==> config.mk <==
export PLATFORM = sky130hd
export DESIGN_NAME = seg_scan_mux_flat
export DESIGN_NICKNAME = d
export VERILOG_FILES = /design/src/rtl/seg_scan_mux_if.sv /design/src/rtl/seg_scan_mux.sv /design/src/flat_wrapper.sv
export SDC_FILE = /design/constraint.sdc
export NUM_CORES = 1
export LEC_CHECK = 0
export CAP_MARGIN = 20
export CORE_ASPECT_RATIO = 2
export CORE_MARGIN = 2
export CORE_UTILIZATION = 48
export CTS_BUF_LIST = sky130_fd_sc_hd__clkbuf_16
export DETAILED_ROUTE_END_ITERATION = 7
export PLACE_DENSITY_LB_ADDON = 0.12
export RECOVER_POWER = 50
export SYNTH_ARGS = -nofsm -noshare
export SYNTH_HDL_FRONTEND = slang
export SYNTH_SLANG_ARGS = --single-unit
==> constraint.sdc <==
create_clock -name clk -period 2.8 [get_ports clk]
set_input_delay 0.56 -clock clk [delete_from_list [all_inputs] [get_ports clk]]
set_output_delay 0.56 -clock clk [all_outputs]
set_load 0.02 [all_outputs]
==> src/rtl/seg_scan_mux_if.sv <==
// Segment-scan bus: upstream patterns/controls in, display pin drive out.
// master = whoever supplies the patterns; slave = the scanner.
interface seg_scan_mux_if;
  logic       enable;
  logic [7:0] seg0;
  logic [7:0] seg1;
  logic [7:0] seg2;
  logic [7:0] seg3;
  logic [3:0] blank_mask;
  logic [7:0] seg_out;
  logic [3:0] an_out;
  logic       frame_done;

  modport master (
    output enable, seg0, seg1, seg2, seg3, blank_mask,
    input  seg_out, an_out, frame_done
  );

  modport slave (
    input  enable, seg0, seg1, seg2, seg3, blank_mask,
    output seg_out, an_out, frame_done
  );
endinterface

==> src/rtl/seg_scan_mux.sv <==
// 4-digit 7-segment scanner with per-slot dead time and per-frame pattern snapshot.
// Outputs are registered from next-state values so they line up with the state register.
module seg_scan_mux #(
  parameter int          DIV_WIDTH    = 16,
  parameter int          DIV_MAX      = 999,
  parameter int          BLANK_CYCLES = 8,
  parameter logic [7:0]  SEG_OFF      = 8'hFF,
  parameter logic        AN_ON        = 1'b0
) (
  input  logic          clk,
  input  logic          reset,
  seg_scan_mux_if.slave bus
);

  typedef enum logic [1:0] {IDLE, BLANK, ON} state_t;

  localparam logic [DIV_WIDTH-1:0] CNT_LAST = DIV_WIDTH'(DIV_MAX);
  localparam logic [3:0]           AN_OFF   = {4{~AN_ON}};

  state_t               state, state_n;
  logic [1:0]           digit, digit_n;
  logic [DIV_WIDTH-1:0] cnt, cnt_n;
  logic [7:0]           shadow   [4];
  logic [7:0]           shadow_n [4];
  logic [3:0]           mask, mask_n;
  logic                 load;
  logic [7:0]           seg_n;
  logic [3:0]           an_n;
  logic                 fd_n;

  always_comb begin
    state_n  = state;
    digit_n  = digit;
    cnt_n    = cnt;
    shadow_n = shadow;
    mask_n   = mask;
    fd_n     = 1'b0;
    load     = 1'b0;
    seg_n    = SEG_OFF;
    an_n     = AN_OFF;

    if (!bus.enable) begin
      state_n = IDLE;
      digit_n = '0;
      cnt_n   = '0;
    end else begin
      if (state == IDLE) begin
        digit_n = '0;
        cnt_n   = '0;
        load    = 1'b1;
      end else if (cnt == CNT_LAST) begin
        cnt_n   = '0;
        digit_n = digit + 2'd1;
        if (digit == 2'd3) begin
          load = 1'b1;
          fd_n = 1'b1;
        end
      end else begin
        cnt_n = cnt + DIV_WIDTH'(1);
      end
      // Signed compare keeps BLANK_CYCLES=0 a clean "never blank" case.
      state_n = (int'(cnt_n) < BLANK_CYCLES) ? BLANK : ON;
    end

    if (load) begin
      shadow_n = '{bus.seg0, bus.seg1, bus.seg2, bus.seg3};
      mask_n   = bus.blank_mask;
    end

    if (state_n == ON && !mask_n[digit_n]) begin
      seg_n          = shadow_n[digit_n];
      an_n[digit_n]  = AN_ON;
    end
  end

  always_ff @(posedge clk or negedge reset) begin
    if (!reset) begin
      state          <= IDLE;
      digit          <= '0;
      cnt            <= '0;
      shadow         <= '{default: '0};
      mask           <= '0;
      bus.seg_out    <= SEG_OFF;
      bus.an_out     <= AN_OFF;
      bus.frame_done <= 1'b0;
    end else begin
      state          <= state_n;
      digit          <= digit_n;
      cnt            <= cnt_n;
      shadow         <= shadow_n;
      mask           <= mask_n;
      bus.seg_out    <= seg_n;
      bus.an_out     <= an_n;
      bus.frame_done <= fd_n;
    end
  end

endmodule

==> src/flat_wrapper.sv <==
// flat-port wrapper written by rule: the top's interface ports become plain ports
module seg_scan_mux_flat 
#(
  parameter int          DIV_WIDTH    = 16,
  parameter int          DIV_MAX      = 999,
  parameter int          BLANK_CYCLES = 8,
  parameter logic [7:0]  SEG_OFF      = 8'hFF,
  parameter logic        AN_ON        = 1'b0
)
  (clk, reset, bus_enable, bus_seg0, bus_seg1, bus_seg2, bus_seg3, bus_blank_mask, bus_seg_out, bus_an_out, bus_frame_done);
  seg_scan_mux_if bus_i ();
  input  logic clk;
  input  logic reset;
  input wire logic [$bits(bus_i.enable)-1:0] bus_enable;
  input wire logic [$bits(bus_i.seg0)-1:0] bus_seg0;
  input wire logic [$bits(bus_i.seg1)-1:0] bus_seg1;
  input wire logic [$bits(bus_i.seg2)-1:0] bus_seg2;
  input wire logic [$bits(bus_i.seg3)-1:0] bus_seg3;
  input wire logic [$bits(bus_i.blank_mask)-1:0] bus_blank_mask;
  output wire logic [$bits(bus_i.seg_out)-1:0] bus_seg_out;
  output wire logic [$bits(bus_i.an_out)-1:0] bus_an_out;
  output wire logic [$bits(bus_i.frame_done)-1:0] bus_frame_done;
  assign bus_i.enable = bus_enable;
  assign bus_i.seg0 = bus_seg0;
  assign bus_i.seg1 = bus_seg1;
  assign bus_i.seg2 = bus_seg2;
  assign bus_i.seg3 = bus_seg3;
  assign bus_i.blank_mask = bus_blank_mask;
  assign bus_seg_out = bus_i.seg_out;
  assign bus_an_out = bus_i.an_out;
  assign bus_frame_done = bus_i.frame_done;
  seg_scan_mux #(.DIV_WIDTH(DIV_WIDTH), .DIV_MAX(DIV_MAX), .BLANK_CYCLES(BLANK_CYCLES), .SEG_OFF(SEG_OFF), .AN_ON(AN_ON)) u_core (.clk(clk), .reset(reset), .bus(bus_i));
endmodule
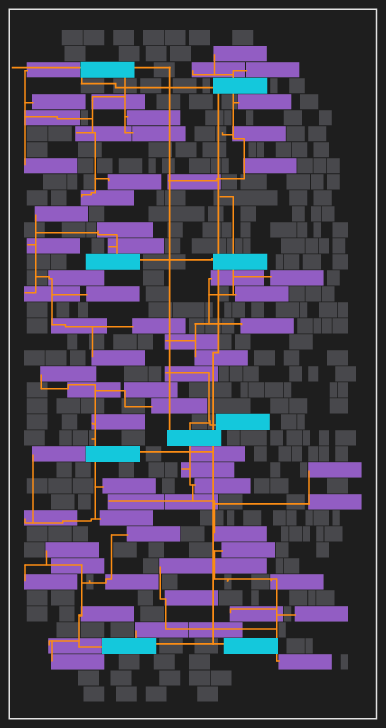
Run 1: clock network drawn from the DEF
[purple] flip-flops | count: 69
[cyan] cells driving clock nets | count: 9
[orange] clock wires | length: 855 um
routed clock nets: 10

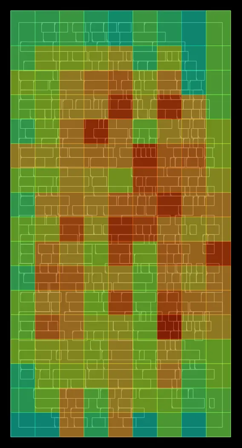
Run 1: routing congestion map
GRT busiest layer: met2
Total Routing Usage GR: 24.7%
final core occ: 65.9%
met3 usage: 5.30%

==> results_dict.tcl, run 1 <==
# flow metrics
set metrics [dict create \
    status "complete, but fails checks" \
    failed_checks "capacitance limit, slew limit" \
    required_ns 3.04 \
    cts_setup_buffers 0 \
    drv_cap 1 \
    ys_cells 275 \
    wirelength_um 8250 \
    path_common_cell "or4_4" \
    stdcell_area_um2 4330 \
    drv_slew 33 \
    cts_htree_levels 3 \
    simple_gate_area_share_pct 15.3 \
    dpl.cell_count 430 \
    fin_nets 394 \
    avgSynthCellArea_um2 11.8 \
    drcViolationCount 0 \
    maxSlewHeadroom_pct -24.5 \
    ys_warn_count 0 \
    hold_slack_ns 0.495 \
    tool_warnings 26 \
    hpwlAfterDp_um 6290 \
    ys_area_um2 3250 \
    routabilityCongestion 0.854 \
    fp_util_pct 49.4 \
    grt_pass1_vias 2640 \
    clock_sinks 69 \
    ios 52 \
    min_delay_worst_endpoint "u_core.shadow[15]" \
    lay_top_cells "57 x dfrtp_1, 48 x clkdlybuf4s50_1, 36 x mux2_2" \
    num_vias 2470 \
    cellPowerDensity_nw_per_um2 556 \
    port_buffers 51 \
    die_w_um 62.2 \
    cts_root_buffer "clkbuf_16" \
    grt.overflow.total 0 \
    arrival_ns 2.95 \
    synthCells 275 \
    worstHoldStart "u_core.shadow[15]" \
    grt_max_degree 38 \
    path_clk_slew_ns 0.05 \
    cts_tree "yes" \
    finalPower_mw 2.41 \
    finalClockPeriodUsage_pct 96.7 \
    setup.worst_path.end "u_core.bus.seg_out[2]" \
    fmax_mhz 369 \
    cp_slowest_stage_delay_ns 0.56 \
    p_leak_nw 1.79 \
    clock_latency_ns 0.33 \
    slowest_stage "or4_4" \
    ys.flops 69 \
    clockBufferDepth 2 \
    endpoint_kind "flop" \
    fin_ws_ns 0.0920 \
    antenna_found_initial 0 \
    antenna_cells 0 \
    post-route-min-period_ns 2.71 \
    rows 42 \
    synth.area.top_cells "dfrtp_1 44%, mux2_2 12%, dfstp_2 9.7%, xnor2_1 3.8%, a22oi_1 3.7%" \
    timing.rr.end "u_core.bus.seg_out[2]" \
    path_class "flop to flop" \
    finalHoldViolCount 0 \
    drt_iter0_drc 115 \
    fin_setup_tns_ns 0 \
    drive_gt1_share_pct 28.5 \
    routed_via_density 5.54 \
    crit_start "u_core.cnt[14]" \
    top_area_cell "dfrtp_1" \
    ys_seq_share_pct 53.6 \
    crit_path_start_kind "flop" \
    areaGrowthSynthToFinish_pct 33.4 \
    drt_pass1_iterations 4 \
    synth_nets 316 \
    cp_top_family "simple AND/OR/NAND/NOR gates" \
    synth_async_sr_flop_share_pct 100 \
    r2r_setup_slack_ns 0.09 \
    final_antenna_net_count 0 \
    crit_path_max_fanout 20 \
    setup_viol 0 \
    r2r_start "u_core.cnt[14]" \
    xor_share_pct 4.05 \
    synth_top_area_share_pct 43.9 \
    crit_chain "or4_4 > or4_4 > a21o_1 > buf_12 > mux2_2 > a22oi_1 > nand4_1" \
    cts_made_buffers 9 \
    rsz0062_at_grt "false" \
    ys_sh_adder_pct 0.771 \
    syn_area_um2 3250 \
    hold_path_depth 1 \
    ir_drop_uv 460 \
    hold_class "flop to flop" \
    synth.distinct_cells 47 \
    die_area_um2 7480 \
    edf_count 0 \
    critPathBufInv 1 \
    wl_per_cell_um 18.5 \
    fp.dieH_um 120 \
    grt_first_pass_wirelength_um 13400 \
    ys.flop_type "dfrtp_1" \
    coreArea_um2 6570 \
    path_depth 7 \
    finalNonFillerCells 446 \
    place_area_um2 4060 \
    worst_slew_pin_slew_ns 1.87 \
    mux_share_pct 14.2 \
    synthAoiAreaFrac_pct 8.67 \
    pre_cts_ws_ns 0.0751 \
    lay_top_count "dfrtp_1" \
    r2r_cells 7 \
    top_logic_kind "simple AND/OR/NAND/NOR gates" \
    fin_skew_ns 0.00472 \
]
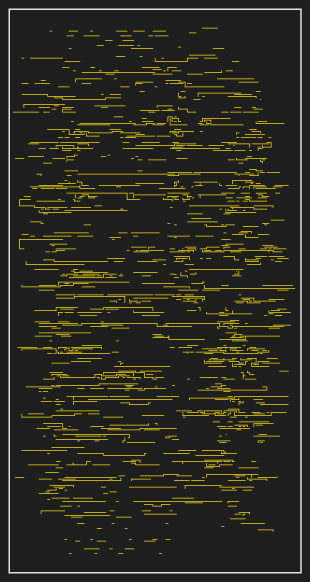
Run 1: the metal 1 layer
wire length on this layer: 2760 um
nets with wire on the layer: 358
longest straight run: 20.7 um
main direction: horizontal

[run 1: final cells by class]
type,instances,area [um2]
Clock buffer,9,225
Clock inverter,7,53.8
Fill cell,550,2240
Inverter,5,18.8
Multi-Input combinational cell,184,1400
Sequential cell,69,1740
Tap cell,88,110
Timing Repair Buffer,84,782
[run 1: synth_stat cells (3+ instances only)]
cell type  count
a21oi_1        4
a22oi_1       16
and3_1         7
buf_2          3
buf_6          3
clkbuf_1       9
dfrtp_1       57
dfstp_2       12
inv_1          3
mux2_2        36
mux2i_1        4
nand2_1       11
nand3_1        8
nand4_1       15
nor2_1        20
nor3_1         7
nor3b_1        3
nor4_1         3
or3_1          3
or4_1          3
xnor2_1       14
[run 1: routing by layer]
metal  up-vias  GRT usage, %  routed length (um)
li1       1167             -                   -
met1      1224          23.4                2760
met2        66          48.8                4980
met3        13          5.30                 267
met4         0          11.7                 240
met5         -             0                   0
[run 1: what timing repair did]
item                                   4_1_cts  5_1_grt
hold buffers                                 0        0
gates resized                                0        2
endpoints found under the hold margin        0        0
setup endpoints to repair                    0        2
[run 1: report_power, final]
group | switching [mW] | internal (mW)
logic | 0.113 | 0.147
registers | 0.0224 | 1.08
clock network | 0.381 | 0.670
[run 1: cell families after synthesis]
logic type | count (synthesis)
multiplexers | 41
AND/OR/NAND/NOR | 90
flip-flops | 69
buffers and inverters | 22
XOR/XNOR | 15
adder cells (fa/ha/maj) | 2
AND-OR/OR-AND | 36
[run 1: sequential cells by signal (all words and copies together) (netlist names)]
signal	count
u_core.mask	4
u_core.shadow	32
u_core.bus.seg_out	8
u_core.digit	2
u_core.state	2
u_core.cnt	16
u_core.bus.an_out	4
u_core.bus.frame_done	1
## Run 2: what changed since run 1
--- a/config.mk
+++ b/config.mk
@@ -12,7 +12,7 @@
 export CTS_BUF_LIST = sky130_fd_sc_hd__clkbuf_16
 export DETAILED_ROUTE_END_ITERATION = 7
 export PLACE_DENSITY_LB_ADDON = 0.12
-export RECOVER_POWER = 50
+export RECOVER_POWER = 100
 export SYNTH_ARGS = -nofsm -noshare
 export SYNTH_HDL_FRONTEND = slang
 export SYNTH_SLANG_ARGS = --single-unit
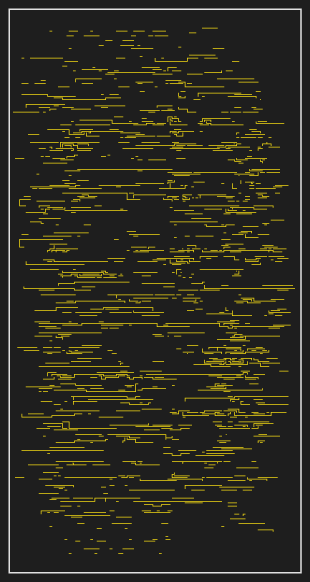
Run 2: the metal 1 layer
nets with wire on the layer: 357
main direction: horizontal
wire length on this layer: 2790 um

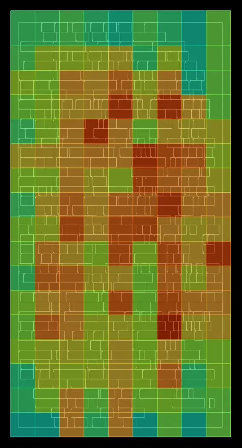
Run 2: routing congestion map
post-DR wirelength/cell: 18.5 um
GR Util met2: 48.8%

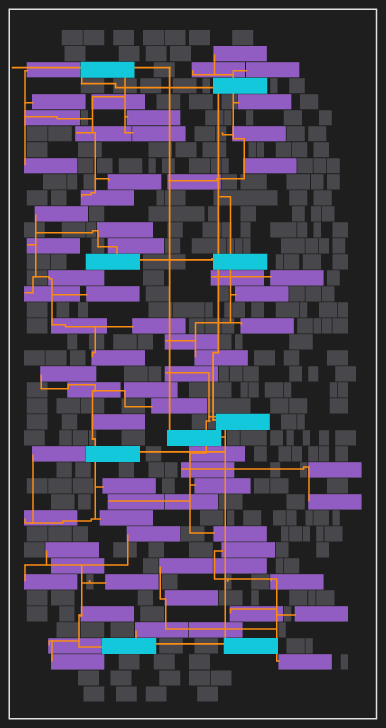
Run 2: clock network drawn from the DEF
[orange] clock wires | length: 860 um
[cyan] cells driving clock nets | count: 9
[purple] flip-flops | count: 69
routed clock nets: 10

==> results_dict.tcl, run 2 <==
# flow metrics
set metrics [dict create \
    arrival_ns 2.95 \
    syn_area_um2 3250 \
    rows 42 \
    r2r_start "u_core.cnt[14]" \
    ir_drop_uv 461 \
    path_class "flop to flop" \
    topRoutingLayerUsed "met4" \
    cts_htree_levels 3 \
    required_ns 3.03 \
    fin_nets 394 \
    cts_setup_buffers 0 \
    synth_async_sr_flop_share_pct 100 \
    crit_start "u_core.cnt[14]" \
    synth.area.top_cells "dfrtp_1 44%, mux2_2 12%, dfstp_2 9.7%, xnor2_1 3.8%, a22oi_1 3.7%" \
    fmax_mhz 368 \
    finalPower_mw 2.40 \
    power_frac_clock_pct 43.7 \
    inverters 5 \
    grt_max_degree 38 \
    fillers 552 \
    common_cells "57 x dfrtp_1, 36 x mux2_2, 20 x nor2_1" \
    antenna_found_initial 0 \
    drive_gt1_share_pct 23.5 \
    die_area_um2 7480 \
    ys_warn_count 0 \
    edf_count 0 \
    dr_wl_met2_um 5000 \
    track_usage_pct 24.7 \
    final_antenna_net_count 0 \
    drt_pass1_iterations 7 \
    met3_usage_pct 5.30 \
    lay_top_count "dfrtp_1" \
    seqCellArea_um2 1740 \
    signal_buffers 84 \
    failed_checks "capacitance limit, slew limit" \
    post-route-min-period_ns 2.71 \
    hold_path_depth 1 \
    status "complete, but fails checks" \
    p_comb_share_pct 10.4 \
    drt_iter0_drc 117 \
    rsz0062_at_grt "false" \
    p_sw_share_pct 21.5 \
    nClkBuffers 9 \
    r2r_cells 7 \
    largestClassByArea "sequential cells" \
    finalHoldViolCount 0 \
    synth.distinct_cells 47 \
    wirelength_met1_um 2790 \
    maxSlewHeadroom_pct -23.1 \
    endpoint_kind "flop" \
    p_seq_share_pct 45.8 \
    cellPowerDensity_nw_per_um2 556 \
    timing.rr.end "u_core.bus.seg_out[2]" \
    design.seq.count 69 \
    comb_area_um2 1400 \
    routed_via_density 5.54 \
    reg_top3 "u_core.shadow x32, u_core.cnt x16, u_core.bus.seg_out x8" \
    clock_latency_ns 0.33 \
    grt_busiest_layer "met2" \
    synth_top_area_share_pct 43.9 \
    grt_pass1_vias 2640 \
    num_vias 2469 \
    setup_viol 0 \
    min_delay_worst_endpoint "u_core.shadow[25]" \
    clockBufferDepth 2 \
    ys.flop_type "dfrtp_1" \
    ys.flops 69 \
    fin_ws_ns 0.0855 \
    place_area_um2 4060 \
    ys_cells 275 \
    routabilityCongestion 0.854 \
    areaGrowthSynthToFinish_pct 33.0 \
    pre_cts_ws_ns 0.0751 \
    tap_cells 88 \
    wl_met3_um 243 \
    tool_warnings 26 \
    hpwlAfterDp_um 6290 \
    cts_made_buffers 9 \
    p_int_mw 1.88 \
    multi_input_comb_cells 184 \
    wirelength_um 8230 \
    cts_tree "yes" \
    top_area_cell "dfrtp_1" \
    setup.worst_path.end "u_core.bus.seg_out[2]" \
    synth_nets 316 \
    top_register "u_core.shadow" \
    avgSynthCellArea_um2 11.8 \
    nonClkBufAreaFrac_pct 17.8 \
    antenna_cells 0 \
    die_w_um 62.2 \
    drv_slew 33 \
    p_leak_nw 1.75 \
    finalClockPeriodUsage_pct 96.9 \
    worstHoldStart "u_core.shadow[25]" \
    p_sw_mw 0.516 \
    comb_share_pct 32.4 \
    crit_path_max_fanout 20 \
    grtUsageMet1_pct 23.4 \
    drv_cap 1 \
    top_cell "dfrtp_1" \
    grt.overflow.total 0 \
    largest_register_ffs 32 \
    ys_area_um2 3250 \
    stdcell_area_um2 4320 \
    final-clk-cell-share_pct 6.46 \
    cts_root_buffer "clkbuf_16" \
    fp.dieH_um 120 \
    seq_share_pct 40.3 \
    grt_first_pass_wirelength_um 13400 \
    drcViolationCount 0 \
    hold_class "flop to flop" \
    ys_seq_share_pct 53.6 \
    r2r_setup_slack_ns 0.09 \
    crit_path_start_kind "flop" \
    coreArea_um2 6570 \
]
## run 2: cell types whose count changed in the layout (fill, tap and decap cells not counted), sizes merged
cell           delta
clkdlybuf4s50    -11
buf               -3
dlygate4sd3      +11
clkbuf            +3
## run 2: power by group through the flow
stage | logic [mW] | clock network [mW] | registers [mW]
3_5_place_dp | 0.263 | 0 | 1.12
2_1_floorplan | 0.142 | 0 | 1.11
4_1_cts | 0.264 | 1.08 | 1.10
3_3_place_gp | 0.256 | 0 | 1.11
5_1_grt | 0.274 | 1.13 | 1.11
6_report | 0.250 | 1.05 | 1.10
## run 2: through the flow
| stage | hold slack [ns] | std cells | utilization, % |
|---|---|---|---|
| 2_1_floorplan | 0.264 | 275 | - |
| 3_3_place_gp | 0.479 | 430 | 61.8 |
| 3_5_place_dp | 0.482 | 430 | 61.8 |
| 4_1_cts | 0.320 | 446 | 66.1 |
| 5_1_grt | 0.505 | 446 | 65.8 |
| 6_report | 0.490 | 446 | 65.8 |
## run 2: cell families (layout without fill, tap and decap cells)
kind of cell / count (synthesis) / after routing / share of synthesized area [%]
flops: 69 / 69 / 53.6
fa+ha+maj: 2 / 2 / 0.771
xor+xnor: 15 / 15 / 4.05
compound gates: 36 / 36 / 8.67
buf+inv: 22 / 105 / 3.35
simple gates: 90 / 90 / 15.3
mux: 41 / 41 / 14.2
## run 2: what timing repair did
item                                    4_1_cts  5_1_grt
hold buffers                                  0        0
endpoints found under the setup margin        0        2
resized                                       0        2
endpoints found under the hold margin         0        0
## run 2: critical path, stage by stage, from the launching register on
cell and delay [ns]:
dfrtp_1 0.37, or4_4 0.56, or4_4 0.54, a21o_1 0.24, buf_12 0.18, mux2_2 0.31
a22oi_1 0.27, nand4_1 0.15
## Run 3: what changed since run 2
--- a/config.mk
+++ b/config.mk
@@ -7,8 +7,7 @@
 export LEC_CHECK = 0
 export CAP_MARGIN = 20
 export CORE_ASPECT_RATIO = 2
-export CORE_MARGIN = 2
-export CORE_UTILIZATION = 48
+export CORE_UTILIZATION = 53
 export CTS_BUF_LIST = sky130_fd_sc_hd__clkbuf_16
 export DETAILED_ROUTE_END_ITERATION = 7
 export PLACE_DENSITY_LB_ADDON = 0.12
==> constraint.sdc (replaced) <==
create_clock -name clk -period 2.5 [get_ports clk]
set_input_delay 0.5 -clock clk [delete_from_list [all_inputs] [get_ports clk]]
set_output_delay 0.5 -clock clk [all_outputs]
set_load 0.02 [all_outputs]
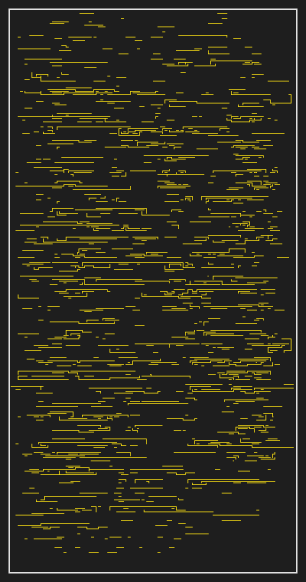
Run 3: the metal 1 layer
longest straight run: 20.2 um
share of all routed wire: 34%
main direction: horizontal
nets with wire on the layer: 372

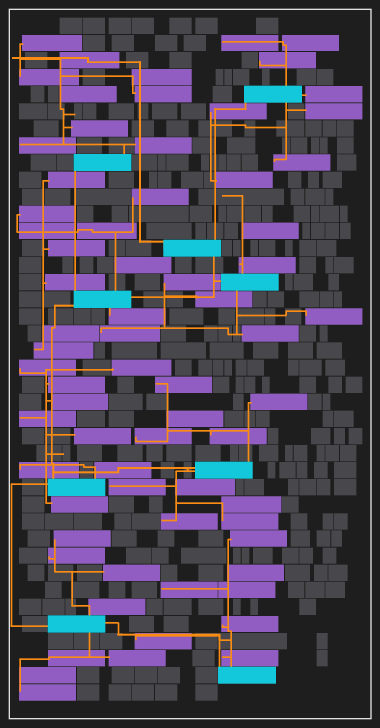
Run 3: clock network drawn from the DEF
[purple] flip-flops | count: 69
[cyan] cells driving clock nets | count: 9
[orange] clock wires | length: 802 um
routed clock nets: 10
Latency at later pin: 0.33 ns
Layout Skew: 0.00693 ns
Clk power: 1.30 mW

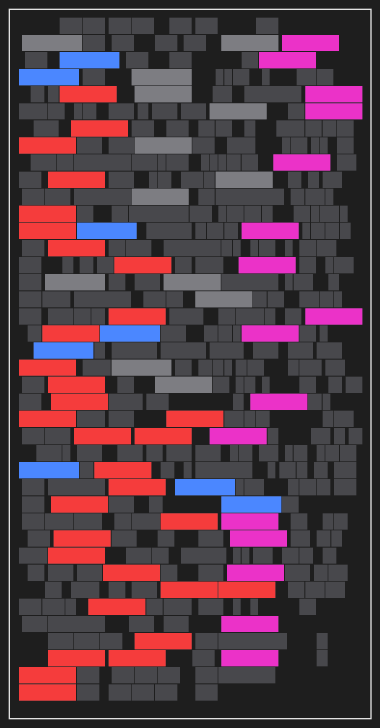
Run 3: where the registers sit
Other sequential cells in the stronger grey, the rest of the logic in the fainter grey.
| colour | netlist name | sequential cells |
|---|---|---|
| blue | `u_core.bus.seg_out` | 8 |
| magenta | `u_core.cnt` | 16 |
| red | `u_core.shadow` | 32 |
not coloured: 13

==> results_dict.tcl, run 3 <==
# flow metrics
set metrics [dict create \
    drt_pass1_iterations 4 \
    worstHoldStart "u_core.shadow[24]" \
    drive_gt1_share_pct 36.5 \
    rows 40 \
    finalPower_mw 2.86 \
    synth_async_sr_flop_share_pct 100 \
    grt_max_degree 70 \
    rsz0062_at_grt "true" \
    cts_tree "yes" \
    cts_made_buffers 9 \
    fp.dieH_um 113 \
    top_register "u_core.shadow" \
    routed_via_density 5.79 \
    common_cells "57 x dfrtp_1, 36 x mux2_2, 20 x nor2_1" \
    fmax_mhz 372 \
    grt_first_pass_wirelength_um 13300 \
    avgSynthCellArea_um2 11.8 \
    ys.flops 69 \
    endpoint_kind "flop" \
    syn_area_um2 3250 \
    min_delay_worst_endpoint "u_core.shadow[24]" \
    p_leak_nw 1.88 \
    fin_ws_ns -0.187 \
    fillers 401 \
    comb_area_um2 1460 \
    arrival_ns 2.93 \
    drt_iter0_drc 120 \
    cellPowerDensity_nw_per_um2 626 \
    setup.worst_path.end "u_core.bus.seg_out[2]" \
    antenna_found_initial 0 \
    num_vias 2552 \
    synth_nets 316 \
    r2r_setup_slack_ns -0.19 \
    drv_slew 70 \
    synth.distinct_cells 47 \
    fin_nets 414 \
    path_class "flop to flop" \
    die_w_um 57.3 \
    clockBufferDepth 2 \
    wirelength_um 8210 \
    failed_checks "capacitance limit, slew limit, setup timing" \
    top_area_cell "dfrtp_1" \
    ys_cells 275 \
    ys_area_um2 3250 \
    hold_class "flop to flop" \
    ys_seq_share_pct 53.6 \
    setup_viol 12 \
    coreArea_um2 5960 \
    hpwlAfterDp_um 6240 \
    hold_path_depth 1 \
    routabilityCongestion 0.842 \
    grt.overflow.total 0 \
    crit_start "u_core.cnt[3]" \
    cts_htree_levels 3 \
    top_cell "dfrtp_1" \
    finalNonFillerCells 441 \
    final_antenna_net_count 0 \
    ir_drop_uv 631 \
    ys.flop_type "dfrtp_1" \
    synth_top_area_share_pct 43.9 \
    status "complete, but fails checks" \
    maxSlewHeadroom_pct -10.0 \
    r2r_cells 8 \
    cts_hold_buf 0 \
    seqCellArea_um2 1740 \
    drv_cap 1 \
    lay_top_count "dfrtp_1" \
    areaGrowthSynthToFinish_pct 40.6 \
    track_usage_pct 28.4 \
    dpl.cell_count 423 \
    required_ns 2.74 \
    post-route-min-period_ns 2.69 \
    wl_per_cell_um 18.6 \
]
-- run 3: what timing repair did --
item                                    CTS  global route
gates resized                            10             6
buffers inserted                          1             0
endpoints found under the setup margin   12            12
pin swaps                                 4             2
gates cloned                              0             1
-- run 3: cell families after synthesis --
logic type,after synthesis,synth area share [%]
mux,41,14.2
simple gates,90,15.3
buf+inv,22,3.35
xor+xnor,15,4.05
flops,69,53.6
compound gates,36,8.67
fa+ha+maj,2,0.771
-- run 3: through the flow --
stage	utilization, %	setup TNS (ns)	cell area (um2)	setup WS [ns]	hold WS [ns]
6_report	76.7	-1.82	4570	-0.187	0.491
5_1_grt	76.7	-2.60	4570	-0.255	0.508
4_1_cts	76.4	-1.79	4550	-0.204	0.193
3_5_place_dp	70.4	-2.25	4190	-0.281	0.482
3_3_place_gp	70.4	-1.80	4190	-0.265	0.476
2_1_floorplan	-	-3.31	3250	-0.295	0.204
-- run 3: cell type report --
class / instances / area share (%)
flip-flops and latches: 69 / 38.1
multi-input cells: 184 / 32.0
repair buffers: 104 / 21.0
clock buffers: 9 / 4.93
clock inverters: 7 / 1.78
well taps: 63 / 1.73
inverters: 5 / 0.411
-- run 3: worst max-delay path, cell delays in order (launching register included) --
cell	delay, ns
dfrtp_1	0.39
or4_4	0.52
or4_4	0.56
a21o_4	0.24
buf_12	0.15
buf_12	0.13
mux2_4	0.30
a22oi_2	0.20
nand4_1	0.12
-- run 3: where the power goes --
group,internal [mW],switching (mW),leakage (nW)
registers,1.21,0.0259,0.838
logic,0.187,0.142,0.889
clock network,0.857,0.439,0.155
-- run 3: per-layer routing --
metal	track usage, %	part of all wire (%)	vias to the layer above
met1	26.4	34	1262
met2	55.3	61	64
li1	-	-	1209
met4	14.1	2.2	0
met5	0	0	-
met3	5.71	3.1	17
No activity file was given, so power comes from the tool's default toggle rates.
